### src/rtl/pc_sequencer.sv
// ---------------------------------------------------------------------------
// pc_sequencer
//
// Program-counter unit for the fetch stage. It holds the PC register and
// works out the sequential (PC + INC) and branch-target
// (base + offset << SHIFT) sums. Each cycle it picks the next PC from reset,
// jump, branch, a buffered (pending) redirect, or the sequential address.
//
// A redirect that arrives while the pipeline is stalled is buffered rather
// than dropped. It is loaded on the first non-stalled cycle, unless a
// younger redirect arrives in that same cycle.
//
// Parameters
//   WIDTH     width of every address bus
//   INC       sequential increment
//   SHIFT     offset shift and address alignment (low SHIFT bits are zero)
//   RESET_PC  PC value loaded while Reset is high
//
// Ports
//   Clk              in   1      clock, all state changes on the rising edge
//   Reset            in   1      synchronous, active-high
//   Stall            in   1      hold the PC this cycle
//   BranchTaken      in   1      redirect to BranchTarget
//   BranchBase       in   WIDTH  base of the branch sum
//   BranchOffset     in   WIDTH  sign-extended word offset
//   JumpEn           in   1      redirect to JumpTarget (beats BranchTaken)
//   JumpTarget       in   WIDTH  absolute jump address
//   PCResult         out  WIDTH  current PC (registered)
//   PCAddResult      out  WIDTH  PCResult + INC (combinational)
//   BranchTarget     out  WIDTH  BranchBase + (BranchOffset << SHIFT) (comb.)
//   PCValid          out  1      PCResult is a fetchable address (registered)
//   RedirectPending  out  1      a redirect is buffered behind a stall (reg.)
//   MisalignErr      out  1      one-cycle pulse: a loaded target had nonzero
//                                low SHIFT bits (registered)
// ---------------------------------------------------------------------------
module pc_sequencer #(
    parameter int unsigned WIDTH    = 32,
    parameter int unsigned INC      = 4,
    parameter int unsigned SHIFT    = 2,
    parameter logic [WIDTH-1:0] RESET_PC = '0
) (
    input  logic             Clk,
    input  logic             Reset,
    input  logic             Stall,
    input  logic             BranchTaken,
    input  logic [WIDTH-1:0] BranchBase,
    input  logic [WIDTH-1:0] BranchOffset,
    input  logic             JumpEn,
    input  logic [WIDTH-1:0] JumpTarget,
    output logic [WIDTH-1:0] PCResult,
    output logic [WIDTH-1:0] PCAddResult,
    output logic [WIDTH-1:0] BranchTarget,
    output logic             PCValid,
    output logic             RedirectPending,
    output logic             MisalignErr
);

    // Increment at bus width, so the sum wraps modulo 2^WIDTH.
    localparam logic [WIDTH-1:0] INC_W = WIDTH'(INC);

    // Mask of the alignment bits. It is built through a wide intermediate
    // so that SHIFT = 0 gives an all-zero mask instead of an illegal slice.
    localparam logic [63:0]      LOW_MASK_64 = (64'd1 << SHIFT) - 64'd1;
    localparam logic [WIDTH-1:0] LOW_MASK    = LOW_MASK_64[WIDTH-1:0];

    logic [WIDTH-1:0] pc;
    logic [WIDTH-1:0] pending_target;
    logic             pending;
    logic             valid;
    logic             misalign;

    logic             redirect;
    logic [WIDTH-1:0] redirect_target;
    logic [WIDTH-1:0] shifted_offset;

    // Sequential and branch sums. The shift runs at bus width, so the top
    // SHIFT bits of the offset fall off, and both sums wrap without carry-out.
    always_comb begin
        shifted_offset = BranchOffset << SHIFT;
        PCAddResult    = pc + INC_W;
        BranchTarget   = BranchBase + shifted_offset;
    end

    // Same-cycle redirect select: a jump beats a branch.
    always_comb begin
        redirect        = JumpEn | BranchTaken;
        redirect_target = JumpEn ? JumpTarget : BranchTarget;
    end

    // PC, pending-redirect buffer and status flags.
    // Targets are aligned and checked only when they load into the PC, never
    // when they are buffered. A new redirect on the release cycle is younger
    // than the buffered one, so it wins and the buffer is discarded.
    always_ff @(posedge Clk) begin
        if (Reset) begin
            pc             <= RESET_PC;
            valid          <= 1'b0;
            pending        <= 1'b0;
            pending_target <= '0;
            misalign       <= 1'b0;
        end else begin
            valid    <= 1'b1;
            misalign <= 1'b0;
            if (Stall) begin
                if (redirect) begin
                    pending        <= 1'b1;
                    pending_target <= redirect_target;
                end
            end else if (redirect) begin
                pc       <= redirect_target & ~LOW_MASK;
                pending  <= 1'b0;
                misalign <= |(redirect_target & LOW_MASK);
            end else if (pending) begin
                pc       <= pending_target & ~LOW_MASK;
                pending  <= 1'b0;
                misalign <= |(pending_target & LOW_MASK);
            end else begin
                pc <= PCAddResult;
            end
        end
    end

    assign PCResult        = pc;
    assign PCValid         = valid;
    assign RedirectPending = pending;
    assign MisalignErr     = misalign;

endmodule

### config.mk
export PLATFORM = sky130hd
export DESIGN_NAME = pc_sequencer
export DESIGN_NICKNAME = d
export VERILOG_FILES = /design/src/rtl/pc_sequencer.sv
export SDC_FILE = /design/constraint.sdc
export NUM_CORES = 1
export LEC_CHECK = 0
export CELL_PAD_IN_SITES_DETAIL_PLACEMENT = 0
export CELL_PAD_IN_SITES_GLOBAL_PLACEMENT = 1
export CORE_MARGIN = 2
export CORE_UTILIZATION = 33
export CTS_BUF_LIST = sky130_fd_sc_hd__clkbuf_8
export CTS_CLUSTER_DIAMETER = 100
export DETAILED_ROUTE_END_ITERATION = 8
export PLACE_DENSITY_LB_ADDON = 0.1
export SLEW_MARGIN = 20
export SYNTH_ARGS = -nofsm -noshare
export SYNTH_HDL_FRONTEND = slang
export SYNTH_SLANG_ARGS = --single-unit
### constraint.sdc
create_clock -name Clk -period 4 [get_ports Clk]
set_input_delay 0.8 -clock Clk [delete_from_list [all_inputs] [get_ports Clk]]
set_output_delay 0.8 -clock Clk [all_outputs]
set_load 0.005 [all_outputs]
Fig. 1: run 1, clock wiring as the flow saved it
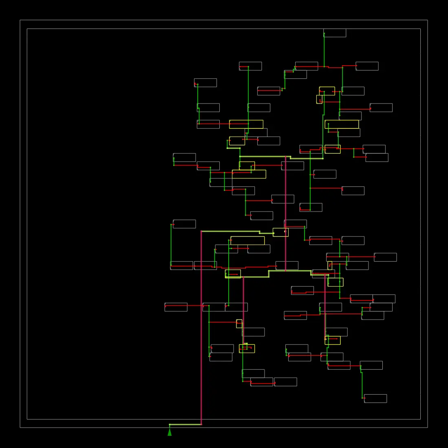
FFs & Latches: 65
clk pwr: 745 µW
clock buffers: 9
Final Skew: 0.00724 ns

Fig. 2: run 1, port wiring
(3 px per µm)
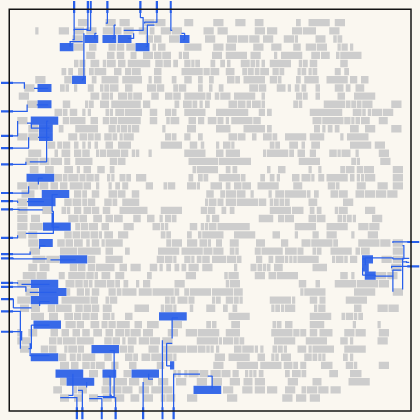
legend:
  blue:
    port: `BranchBase`
    direction: input
    end_cells: 34
    buffers: 34
    wire: 590 µm

Fig. 3: run 1, where the registers sit
(3 px per µm) Other sequential cells in the stronger gray, the rest of the logic in the fainter gray.
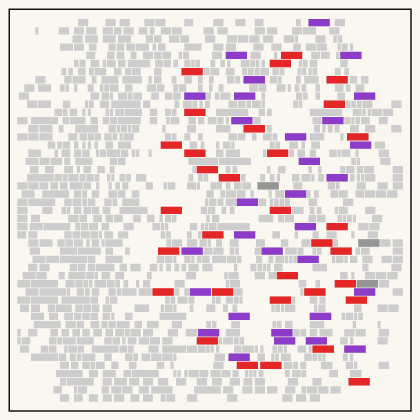
legend:
  purple:
    netlist_name: `PCResult`
    placed_flops: 30
  red:
    netlist_name: `pending_target`
    placed_flops: 32

==> run summary, run 1 <==
impl run done, here's what came out: Sequential Power Share 27.2%, DRC viols 0, vias in the first global route 6599, Total GRT Usage 24.2%, # nets final 1144, Critical Path Fanout Max 2, unrepaired setup endpoints after global routing yes, Critical Path RT 3.20 ns, Tmin final 3.94 ns, CTS H-Tree Depth 3, Switching Fraction 32.5%, initial antenna violation count 1, CP arrival 3.14 ns, fa+ha+maj area frac 7.15%, DRT Pass-1 Iters 7, Max clock buf depth 2, crit end category output port, vias 6571, crit start category input port, final HPWL from detailed placement 15800 µm, Die H 133 µm, Yosys reg bits 65, root buffer cell clkbuf_8, grt ovf 0, fp util 33.6%, peak supply drop 0.142 mV, Synth Cell Area 5530 µm², status finished, final reports clean, distinct lib cells 69, Top logic family AND-OR/OR-AND gates, Lkg Pwr 0.00388 µW, WL final 22100 µm, Synth Area per Inst 7.55 µm², TritonCTS clock tree yes, antenna-violating nets left 0, endpoints failing hold 0, final setup vio count 0, period utilization 98.5%, Internal Pwr Total 1870 µW, Seq/Total Area, Yosys 23.5%, post-synthesis mux area share 5.23%, ys flop type dfxtp_1, critical path class in -> out, most frequent logic cells in the routed design clkdlybuf4s50_1, buf_4, nand2_1, dfxtp_1, nor2_1, Late-Pin Clk Latency 0.36 ns, share of layout cells above drive strength 1 22.5%, antenna cells 0, Cells after Synth 732, Clock Sinks 65, setup TNS 0 ns, I/O Buffers 193, Synth warnings 0
run 1: final cells by class:
cell class                 count  area [µm²]
clock buffer                   9         124
clock inverter                 7         134
fill                        1532        7280
inverter                      32         120
multi-input combinational    588        4380
sequential                    65        1300
tap                          220         275
timing repair buffer         316        2850
run 1: repair_timing:
item / CTS / global route
buffers inserted: 16 / 6
resized: 103 / 39
endpoints found under the setup margin: 22 / 18
pin swaps: 41 / 27
run 1: worst paths after layout:
kind	startpoint	end	slack (ns)	cells past startpoint
max	BranchOffset[2]	BranchTarget[31]	0.06	11
min reg2reg	pending_target[6]	pending_target[6]	0.49	2
min	pending_target[6]	pending_target[6]	0.49	2
max reg2reg	PCResult[8]	PCResult[18]	1.31	8
run 1: flip-flops by register name (all words and copies together), names as in the netlist:
name             flops
MisalignErr          1
PCResult            30
PCValid              1
RedirectPending      1
pending_target      32
run 1: critical path, cell delays in order:
cell	delay (ns)
dlygate4sd2_1	0.26
ha_4	0.22
o211ai_1	0.26
o211ai_2	0.17
a311oi_4	0.44
o211ai_4	0.11
a211o_1	0.35
a31oi_4	0.20
xnor2_2	0.15
inv_1	0.06
buf_2	0.12
run 1: synthesized netlist by cell type (11+ instances only):
cell | instances | area share, %
nand2_1 | 71 | 4.8
a21oi_1 | 65 | 5.9
dfxtp_1 | 65 | 24
nor2_1 | 61 | 4.1
o21ai_0 | 48 | 4.3
xnor2_1 | 41 | 6.5
nand3_1 | 35 | 3.2
clkbuf_1 | 32 | 2.2
inv_1 | 31 | 2.1
ha_1 | 30 | 6.8
a211oi_1 | 26 | 3.5
mux2i_1 | 21 | 3.8
nor3_1 | 15 | 1.4
a221oi_1 | 11 | 1.7
a31oi_1 | 11 | 1.2
xor2_1 | 11 | 1.7
run 1: through the flow:
| stage | hold WS, ns | utilization (%) | total power, µW | instances | area (µm²) |
|---|---|---|---|---|---|
| after floorplan | 0.446 | - | 1260 | 735 | 5540 |
| after global placement | 0.463 | 50.2 | 1900 | 1198 | 8270 |
| after detailed placement | 0.486 | 50.2 | 1910 | 1198 | 8270 |
| after CTS | 0.497 | 54.5 | 2740 | 1230 | 8970 |
| after global routing | 0.525 | 55.8 | 2910 | 1237 | 9180 |
| final | 0.494 | 55.8 | 2770 | 1237 | 9180 |
run 1: layer usage:
metal	global-route usage [%]	vias to the layer above	part of all wire [%]
li1	-	3213	-
met1	31.8	3080	45
met2	41.0	241	47
met3	3.31	35	5.4
met4	7.62	2	2.1
met5	0	-	0.059
run 1: kinds of logic after synthesis:
logic type / count (synthesis)
muxes: 28
and+or+nand+nor: 229
other: 1
AOI/OAI and AO/OA: 244
adders and majority gates: 31
xor gates and xnor gates: 52
buffers and inverters: 82
DFF: 65
run 1: power groups by stage:
| stage | combinational, µW | sequential, µW | clock [µW] |
|---|---|---|---|
| 5_1_grt | 1370 | 762 | 779 |
| 3_5_place_dp | 1140 | 768 | 0 |
| 3_3_place_gp | 1130 | 765 | 0 |
| 6_report | 1270 | 754 | 745 |
| 2_1_floorplan | 506 | 758 | 0 |
| 4_1_cts | 1230 | 753 | 756 |
## Run 2: what changed since run 1
- PLACE_DENSITY: default -> 0.83
- PLACE_DENSITY_LB_ADDON: 0.1 -> default
Fig. 4: run 2, clock wiring as the flow saved it
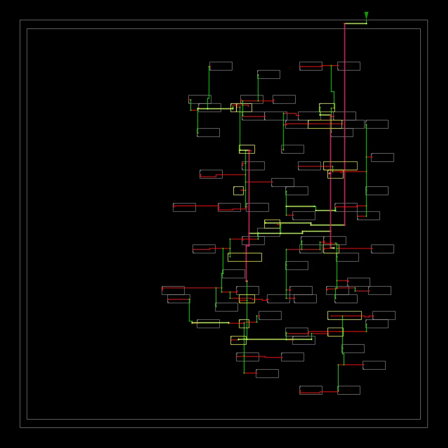
Final Skew: 0.00699 ns
Clock Sinks: 65

==> run summary, run 2 <==
impl run done, here's what came out: status finished, final reports clean, R2R Setup Slk 1.41 ns, Top logic family AND-OR/OR-AND gates, most frequent logic cells in the routed design clkdlybuf4s50_1, buf_4, nand2_1, dfxtp_1, nor2_1, root buffer cell clkbuf_8, Max clock buf depth 2, TritonCTS clock tree yes, Post-DP Area 8310 µm², Late-Pin Clk Latency 0.36 ns, peak supply drop 0.153 mV, DRC viols 0, Largest register FFs 32, critical path class in -> out, vias 6492, final setup vio count 0, Tmin final 3.93 ns, endpoints failing hold 0, Total GRT Usage 22.8%, final HPWL from detailed placement 15400 µm, top cells, area dfxtp_1, ha_1, xnor2_1, vias in the first global route 6176, Yosys top cell by instances nand2_1, # nets final 1148, worst setup path end BranchTarget[28], grt ovf 0, ys flop type dfxtp_1, distinct lib cells 69, worst r2r src PCResult[9], Critical Path Fanout Max 4, Top reg by flops pending_target, crit start category input port, reg2reg end PCResult[18], Post-synth top cells nand2_1, a21oi_1, dfxtp_1, nor2_1, o21ai_0, antenna-violating nets left 0, Crit. Startpoint BranchBase[19], Cells after Synth 732, Synth Area per Inst 7.55 µm², post-synth top area cell dfxtp_1, fa+ha+maj area frac 7.15%
Fig. 5: run 2, local utilization
(2 px per µm) The die is cut into 13 by 13 equal tiles; dark purple is low, yellow is high, 0 to 100% covered.
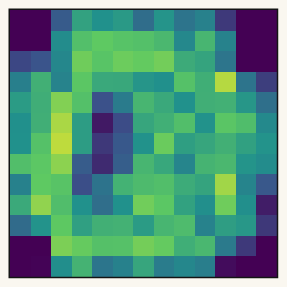
mean over tiles: 50%
tiles over 75% full: 11%
fullest tile: 90%
nearly empty tiles: 10%
fp util: 33.6%
core footprint: 16500 µm²
post-layout util: 55.2%

run 2: report_power, final:
group | total, µW | leakage (µW) | internal (µW) | switching [µW]
combinational | 1240 | 0.00316 | 685 | 560
clock | 765 | 0.000133 | 478 | 287
sequential | 755 | 0.000538 | 703 | 52.8
run 2: worst max-delay path, cell delays in order:
cell,delay [ns]
clkdlybuf4s50_1,0.40
ha_1,0.35
a21oi_1,0.23
o21ai_2,0.13
buf_4,0.15
o21ai_0,0.29
nor2_2,0.08
o21ai_2,0.13
xor2_1,0.22
inv_1,0.05
dlygate4sd2_1,0.27
run 2: metrics by stage:
stage / hold slack [ns] / setup WS (ns) / power, µW / TNS (ns) / std cells
after floorplan: 0.446 / 0.479 / 1260 / 0 / 735
after global placement: 0.467 / -0.529 / 1900 / -7.36 / 1202
after detailed placement: 0.475 / -0.524 / 1900 / -7.47 / 1202
after CTS: 0.492 / -0.0400 / 2720 / -0.0400 / 1235
after global routing: 0.509 / -0.0752 / 2910 / -0.141 / 1241
final: 0.490 / 0.0712 / 2770 / 0 / 1241
run 2: final cells by class:
type | instances | area share [%]
flip-flops and latches | 65 | 14.3
multi-input cells | 588 | 46.9
well taps | 220 | 3.03
repair buffers | 320 | 31.5
clock inverters | 7 | 1.57
clock buffers | 9 | 1.36
inverters | 32 | 1.32
run 2: worst min path at each step:
stage	startpoint	slack, ns	depth (start not counted)	to
detailed placement	pending_target[28]	0.48	2	pending_target[28]
floorplan	pending_target[28]	0.45	2	pending_target[28]
CTS	pending_target[28]	0.49	2	pending_target[28]
global placement	pending_target[28]	0.47	2	pending_target[28]
finish	pending_target[28]	0.49	2	pending_target[28]
global route	pending_target[8]	0.51	2	pending_target[8]
run 2: cell families (layout without fill, tap and decap cells):
logic type	Yosys count	count (layout)
other	1	4
AOI/OAI and AO/OA	244	244
xor gates and xnor gates	52	52
and+or+nand+nor	229	229
adders and majority gates	31	31
muxes	28	28
buffers and inverters	82	368
DFF	65	65
run 2: layer usage:
| metal | GRT usage (%) | vias up | routed length, µm |
|---|---|---|---|
| li1 | - | 3234 | - |
| met5 | 0 | - | 13 |
| met3 | 3.81 | 19 | 1190 |
| met1 | 31.5 | 3008 | 9690 |
| met4 | 6.03 | 2 | 317 |
| met2 | 37.0 | 229 | 9730 |
run 2: repair_timing:
action / CTS / global route
buffers inserted: 17 / 6
endpoints found under the hold margin: 0 / 0
resized: 80 / 50
setup endpoints to repair: 22 / 16
pin swaps: 34 / 28
## Run 3: what changed since run 2
- CORE_UTILIZATION: 33 -> 25
- PLACE_DENSITY: 0.83 -> 0.66
Fig. 6: run 3, where the registers sit
(2 px per µm) Other sequential cells in the stronger gray, the rest of the logic in the fainter gray.
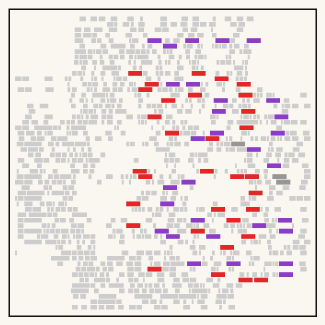
legend:
  purple:
    netlist_name: `PCResult`
    placed_flops: 30
  red:
    netlist_name: `pending_target`
    placed_flops: 32
not colored: 3

==> run summary, run 3 <==
impl run done, here's what came out: status finished, final reports clean, Synth Area per Inst 7.55 µm², Comb power frac 48.5%, top cells, area dfxtp_1, ha_1, xnor2_1, Switching Fraction 35.1%, Late-Pin Clk Latency 0.36 ns, vias in the first global route 6344, WL met3 1150 µm, worst r2r src PCResult[3], Cells after Synth 732, final setup vio count 0, final hold slack 0.486 ns, Top reg by flops pending_target, worst hold endpoint pending_target[28], crit start category input port, CTS H-Tree Depth 3, vias 6411, core footprint 21800 µm², final worst slack 0.0465 ns, Metal-1 WL 10400 µm, Tmin final 3.95 ns, CP arrival 3.15 ns, final HPWL from detailed placement 16700 µm, # nets final 1161, setup TNS 0 ns, Clock Power Share 22.7%, Critical Path Fanout Max 3, Synth Cell Area 5530 µm², distinct lib cells 69, share of layout cells above drive strength 1 23.5%, TritonCTS clock tree yes, R2R Setup Slk 1.29 ns, met2 WL 10500 µm, initial antenna violation count 2, fp util 25.4%, peak supply drop 0.140 mV, Hold Path Origin pending_target[28], Yosys top cell by instances nand2_1, Lkg Pwr 0.00386 µW, antenna-violating nets left 0, Synth warnings 0, grt ovf 0
Fig. 7: run 3, port wiring
(2 px per µm)
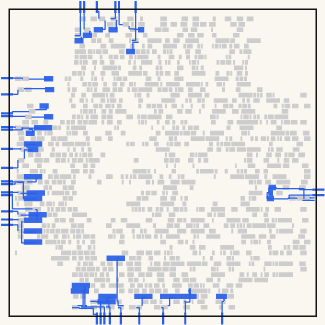
legend:
  blue:
    port: `BranchBase`
    direction: input
    end_cells: 34
    buffers: 34
    wire: 574 µm

## run 3: worst max path at each step
stage | start | end | slack (ns) | depth (start not counted)
after floorplan | BranchBase[11] | BranchTarget[31] | 0.48 | 10
after global placement | BranchBase[3] | BranchTarget[31] | -0.58 | 11
after detailed placement | BranchBase[3] | BranchTarget[31] | -0.61 | 11
after CTS | BranchBase[7] | BranchTarget[31] | -0.05 | 11
after global routing | BranchOffset[4] | BranchTarget[29] | 0.0006 | 12
final | BranchOffset[6] | BranchTarget[31] | 0.05 | 12
## run 3: worst max-delay path, cell delays in order
cell	delay [ns]
clkdlybuf4s15_1	0.21
ha_4	0.25
buf_4	0.15
o211ai_1	0.20
nor2_2	0.09
a311oi_4	0.43
o211ai_4	0.14
a211o_1	0.35
a31oi_4	0.20
xnor2_2	0.16
inv_1	0.06
buf_2	0.12
## run 3: kinds of logic after synthesis
family / Yosys count / synth area share [%]
AND-OR/OR-AND: 244 / 30.2
XOR/XNOR: 52 / 8.24
adder cells (fa/ha/maj): 31 / 7.15
buffers and inverters: 82 / 6.41
flip-flops: 65 / 23.5
multiplexers: 28 / 5.23
other: 1 / 0.0678
AND/OR/NAND/NOR: 229 / 19.2
## run 3: final cells by class
cell class | instances | area (µm²)
clock inverters | 7 | 80.1
diodes | 1 | 2.50
inverters | 32 | 120
well taps | 280 | 350
fillers | 2262 | 12500
clock buffers | 9 | 124
flip-flops and latches | 65 | 1300
repair buffers | 333 | 2960
multi-input cells | 588 | 4330
## run 3: layer usage
metal / track usage (%) / up-vias
li1: - / 3267
met1: 25.5 / 2948
met2: 31.6 / 175
met3: 3.61 / 19
met4: 3.88 / 2
met5: 0 / -
## run 3: timing repair
action,in CTS,in global routing
gates resized,111,38
pin swaps,48,28
buffers inserted,26,3
endpoints found under the setup margin,22,15
## run 3: through the flow
| stage | std cells | util [%] | total power [µW] | instance area, µm² |
|---|---|---|---|---|
| 2_1_floorplan | 735 | - | 1260 | 5540 |
| 3_3_place_gp | 1268 | 38.7 | 1930 | 8420 |
| 3_5_place_dp | 1268 | 38.7 | 1930 | 8420 |
| 4_1_cts | 1310 | 42.0 | 2610 | 9150 |
| 5_1_grt | 1314 | 42.6 | 2780 | 9260 |
| 6_report | 1315 | 42.6 | 2610 | 9260 |
## run 3: power groups by stage
stage / sequential, µW / combinational [µW] / clock (µW)
3_3_place_gp: 767 / 1160 / 0
6_report: 753 / 1260 / 591
5_1_grt: 762 / 1380 / 638
2_1_floorplan: 758 / 506 / 0
3_5_place_dp: 767 / 1160 / 0
4_1_cts: 752 / 1250 / 608
No activity file was given, so power comes from the tool's default toggle rates.
